==> images/port_trees.png <==
Drawn at 4 px/um.
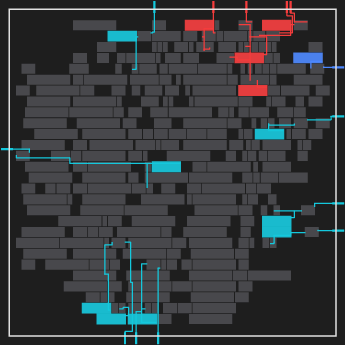
==> images/closeup.png <==
Region (51, 51) to (71, 71) um. Cells in gray, sequential cells in the stronger gray; small squares are vias.
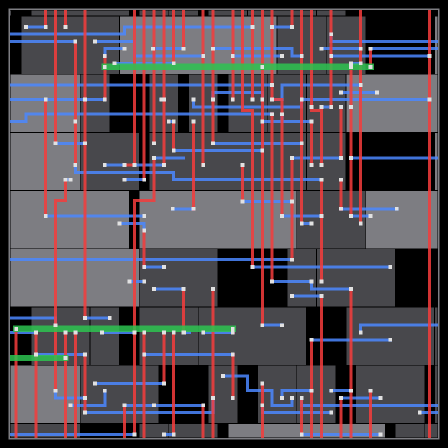
==> images/m2.png <==
Drawn at 4 px/um.
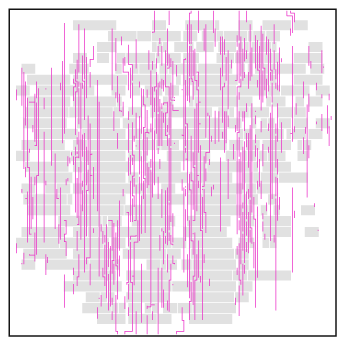
==> images/clock_nets.png <==
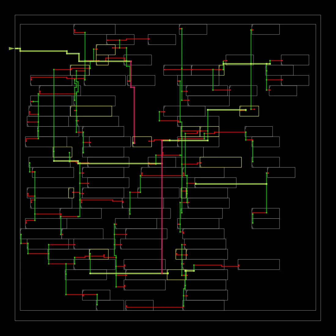
$ cat config.mk
export PLATFORM = sky130hd
export DESIGN_NAME = syn_fifo_param
export DESIGN_NICKNAME = d
export VERILOG_FILES = /design/src/rtl/syn_fifo_param.sv
export SDC_FILE = /design/constraint.sdc
export NUM_CORES = 1
export LEC_CHECK = 0
export CAP_MARGIN = 20
export CORE_UTILIZATION = 55
export DETAILED_ROUTE_END_ITERATION = 6
export GPL_TIMING_DRIVEN = 0
export PLACE_DENSITY = 0.87
export SLEW_MARGIN = 10
export SYNTH_ARGS = -nofsm -noshare
export SYNTH_HDL_FRONTEND = slang
export SYNTH_SLANG_ARGS = --single-unit
$ cat constraint.sdc
create_clock -name clk -period 2.8 [get_ports clk]
set_input_delay 0.28 -clock clk [delete_from_list [all_inputs] [get_ports clk]]
set_output_delay 0.28 -clock clk [all_outputs]
set_load 0.05 [all_outputs]
$ cat src/rtl/syn_fifo_param.sv
// syn_fifo_param: parametrised single-clock FIFO with optional show-ahead (FWFT) read port
//   clk, rst_n (sync, active-low), clr_i (sync flush)
//   write side: wr_en_i, data_i      read side: rd_en_i, data_o
//   status: full_o, empty_o, almost_full_o, almost_empty_o, count_o
//   errors: overflow_o, underflow_o (one-cycle pulses for rejected requests)
module syn_fifo_param #(
    parameter int DATA_W    = 8,
    parameter int DEPTH     = 8,
    parameter int FWFT      = 0,
    parameter int AF_THRESH = DEPTH - 2,
    parameter int AE_THRESH = 2
) (
    input  logic                       clk,
    input  logic                       rst_n,
    input  logic                       clr_i,
    input  logic                       wr_en_i,
    input  logic [DATA_W-1:0]          data_i,
    input  logic                       rd_en_i,
    output logic [DATA_W-1:0]          data_o,
    output logic                       full_o,
    output logic                       empty_o,
    output logic                       almost_full_o,
    output logic                       almost_empty_o,
    output logic [$clog2(DEPTH):0]     count_o,
    output logic                       overflow_o,
    output logic                       underflow_o
);
    localparam int AW = $clog2(DEPTH);
    localparam int CW = AW + 1;
    localparam logic [CW-1:0] FULL_C = CW'(DEPTH);
    localparam logic [CW-1:0] AF_C   = CW'(AF_THRESH);
    localparam logic [CW-1:0] AE_C   = CW'(AE_THRESH);

    logic [DATA_W-1:0] mem [DEPTH];
    logic [AW-1:0]     wr_ptr, rd_ptr;
    logic [CW-1:0]     count_next;
    logic              rd_acc, wr_acc;

    // A full FIFO still takes a write when a read frees the slot in the same cycle.
    assign rd_acc     = rd_en_i & ~empty_o;
    assign wr_acc     = wr_en_i & (~full_o | rd_acc);
    assign count_next = count_o + CW'(wr_acc) - CW'(rd_acc);

    // Flags come from count_next so they always line up with count_o.
    always_ff @(posedge clk) begin
        if (!rst_n || clr_i) begin
            wr_ptr         <= '0;
            rd_ptr         <= '0;
            count_o        <= '0;
            full_o         <= 1'b0;
            empty_o        <= 1'b1;
            almost_full_o  <= 1'b0;
            almost_empty_o <= 1'b1;
            overflow_o     <= 1'b0;
            underflow_o    <= 1'b0;
        end else begin
            wr_ptr         <= wr_ptr + AW'(wr_acc);
            rd_ptr         <= rd_ptr + AW'(rd_acc);
            count_o        <= count_next;
            full_o         <= count_next == FULL_C;
            empty_o        <= count_next == '0;
            almost_full_o  <= count_next >= AF_C;
            almost_empty_o <= count_next <= AE_C;
            overflow_o     <= wr_en_i & ~wr_acc;
            underflow_o    <= rd_en_i & ~rd_acc;
        end
    end

    // Array contents survive reset and flush; only the pointers are cleared.
    always_ff @(posedge clk) begin
        if (rst_n && !clr_i && wr_acc)
            mem[wr_ptr] <= data_i;
    end

    generate
        if (FWFT != 0) begin : g_fwft
            assign data_o = empty_o ? '0 : mem[rd_ptr];
        end else begin : g_reg
            always_ff @(posedge clk) begin
                if (!rst_n || clr_i)
                    data_o <= '0;
                else if (rd_acc)
                    data_o <= mem[rd_ptr];
            end
        end
    endgenerate
endmodule

==> impl_metrics.ini <==
; physical design summary
[cells_and_area]
largest_class = sequential cells
comb_share_pct = 24.4
logic_gates = 129
diodes = 0
n_all_buffers = 41
fillers = 397
layout_top_cell = edfxtp_1
area_growth_pct = 18.3
mi_logic_area_um2 = 1000
nets = 298
most-common-layout-cells = edfxtp_1, mux2i_1, clkdlybuf4s50_1
utilization_pct = 68.4
final-nonclk-buf-share_pct = 8.83
largest_register_ffs = 64
reg_top3 = mem: 64 flops, data_o: 8 flops, count_o: 4 flops
clkCellAreaFrac_pct = 5.16

[grt]
grt_max_degree = 20
groute.layer.met3.usage_pct = 5.73
gr-total-overflow = 0
antenna_found_initial = 0
grt_pass1_vias = 1971
grtUsageTotal_pct = 22.0
grt_pass1_wl_mm = 9.90
busiest_layer = met2

[routing]
drt_wl_total_mm = 6.50
top_layer = met4
avgRoutedWirePerCell_um = 18.3
via_count = 1969
wl_met1_mm = 2.67
ant_nets = 0

[synthesis]
top_cells_by_count = edfxtp_1, mux2i_1, dfxtp_1, a22oi_1
yosysTopAreaCell = edfxtp_1
ys_types = 32
synthAdderAreaFrac_pct = 3.47
area_leaders = edfxtp_1, dfxtp_1, mux2i_1
fp_nets = 258
synth_area_per_cell_um2 = 14.7
ys_area_um2 = 3460
yosysSeqAreaShare_pct = 69.4
ys_cells = 236
syn-cell-area_um2 = 3460
logic_family = multiplexers

[power_and_ir_drop]
comb-power_w = 0.000215
p_seq_share_pct = 55.5
pg_clk_w = 0.000927
netSwitchingFraction_pct = 22.3
p_int_w = 0.00199
power.density_nw_per_um2 = 627
irDropWorstVdd_v = 0.000442
seq_cell_power_w = 0.00142

[final_timing]
rsz0062_at_grt = false
max_freq_mhz = 377
fin_skew_ps = 9.43
worstMarginPinSlew_ps = 897
timing.final.max_slew_violations = 0
hold_ws_ps = 521
hold_violations = 0
worst_slack_ps = 148

[cts]
cts-root-buf = clkbuf_8
htree_levels = 3
cts_tree = built
ctsHoldBuffers = 0

[setup_path]
max_stage_delay_ps = 410
rr_startpoint = empty_o
arrival_ps = 2940
cp_max_fo = 19
critical-path-top-delay-family = adder cells
critical_path_depth = 13
path_buffers = 4
rr_worst_depth = 12
reg2reg_slack_ps = 230
worstPathCellList = clkdlybuf4s50_1 -> nor2b_2 -> buf_6 -> or2b_4 -> nand2_1 -> ha_1 -> inv_1 -> ha_1 -> inv_1 -> fa_1 -> xor2_2 -> or2_2 -> a21oi_1
crit_start = rd_en_i
critPathRequiredTime_ps = 3080
crit_path_end = almost_full_o

[outcome]
status = completed

[placed_design]
placed_cells = 341
dp_hpwl_mm = 3.99
place_congestion = 0.741

[job]
warnings = 26

[floorplanning]
core_area_um2 = 5990

[min_path]
min_path_cells = 2
holdCritPathClass = in2reg
Notes on port_trees.png above:
port	color	bits	direction	edge	end cells	wire
count_o	red	4	output	top	4	85.8 um
data_o	cyan	8	output	3 right, 3 bottom, 1 top, 1 left	8	218 um
almost_full_o	blue	1	output	right	1	7.10 um
I/O Buffers: 30
io pins: 31

Notes on closeup.png above:
layer	color
M1	blue
M3	green
M2	red
sequential cells in the window	5
cells with their middle in the window	31
most frequent	o21ai_0 (3), dfxtp_1 (3)
netlist names of flops here include	count_o (2), mem (2)

Notes on m2.png above:
longest straight run	43.5 um
nets with wire on the layer	246
main direction	vertical

Notes on clock_nets.png above:
registers: 88
Late-Pin Clk Latency: 350 ps
clock sinks: 88

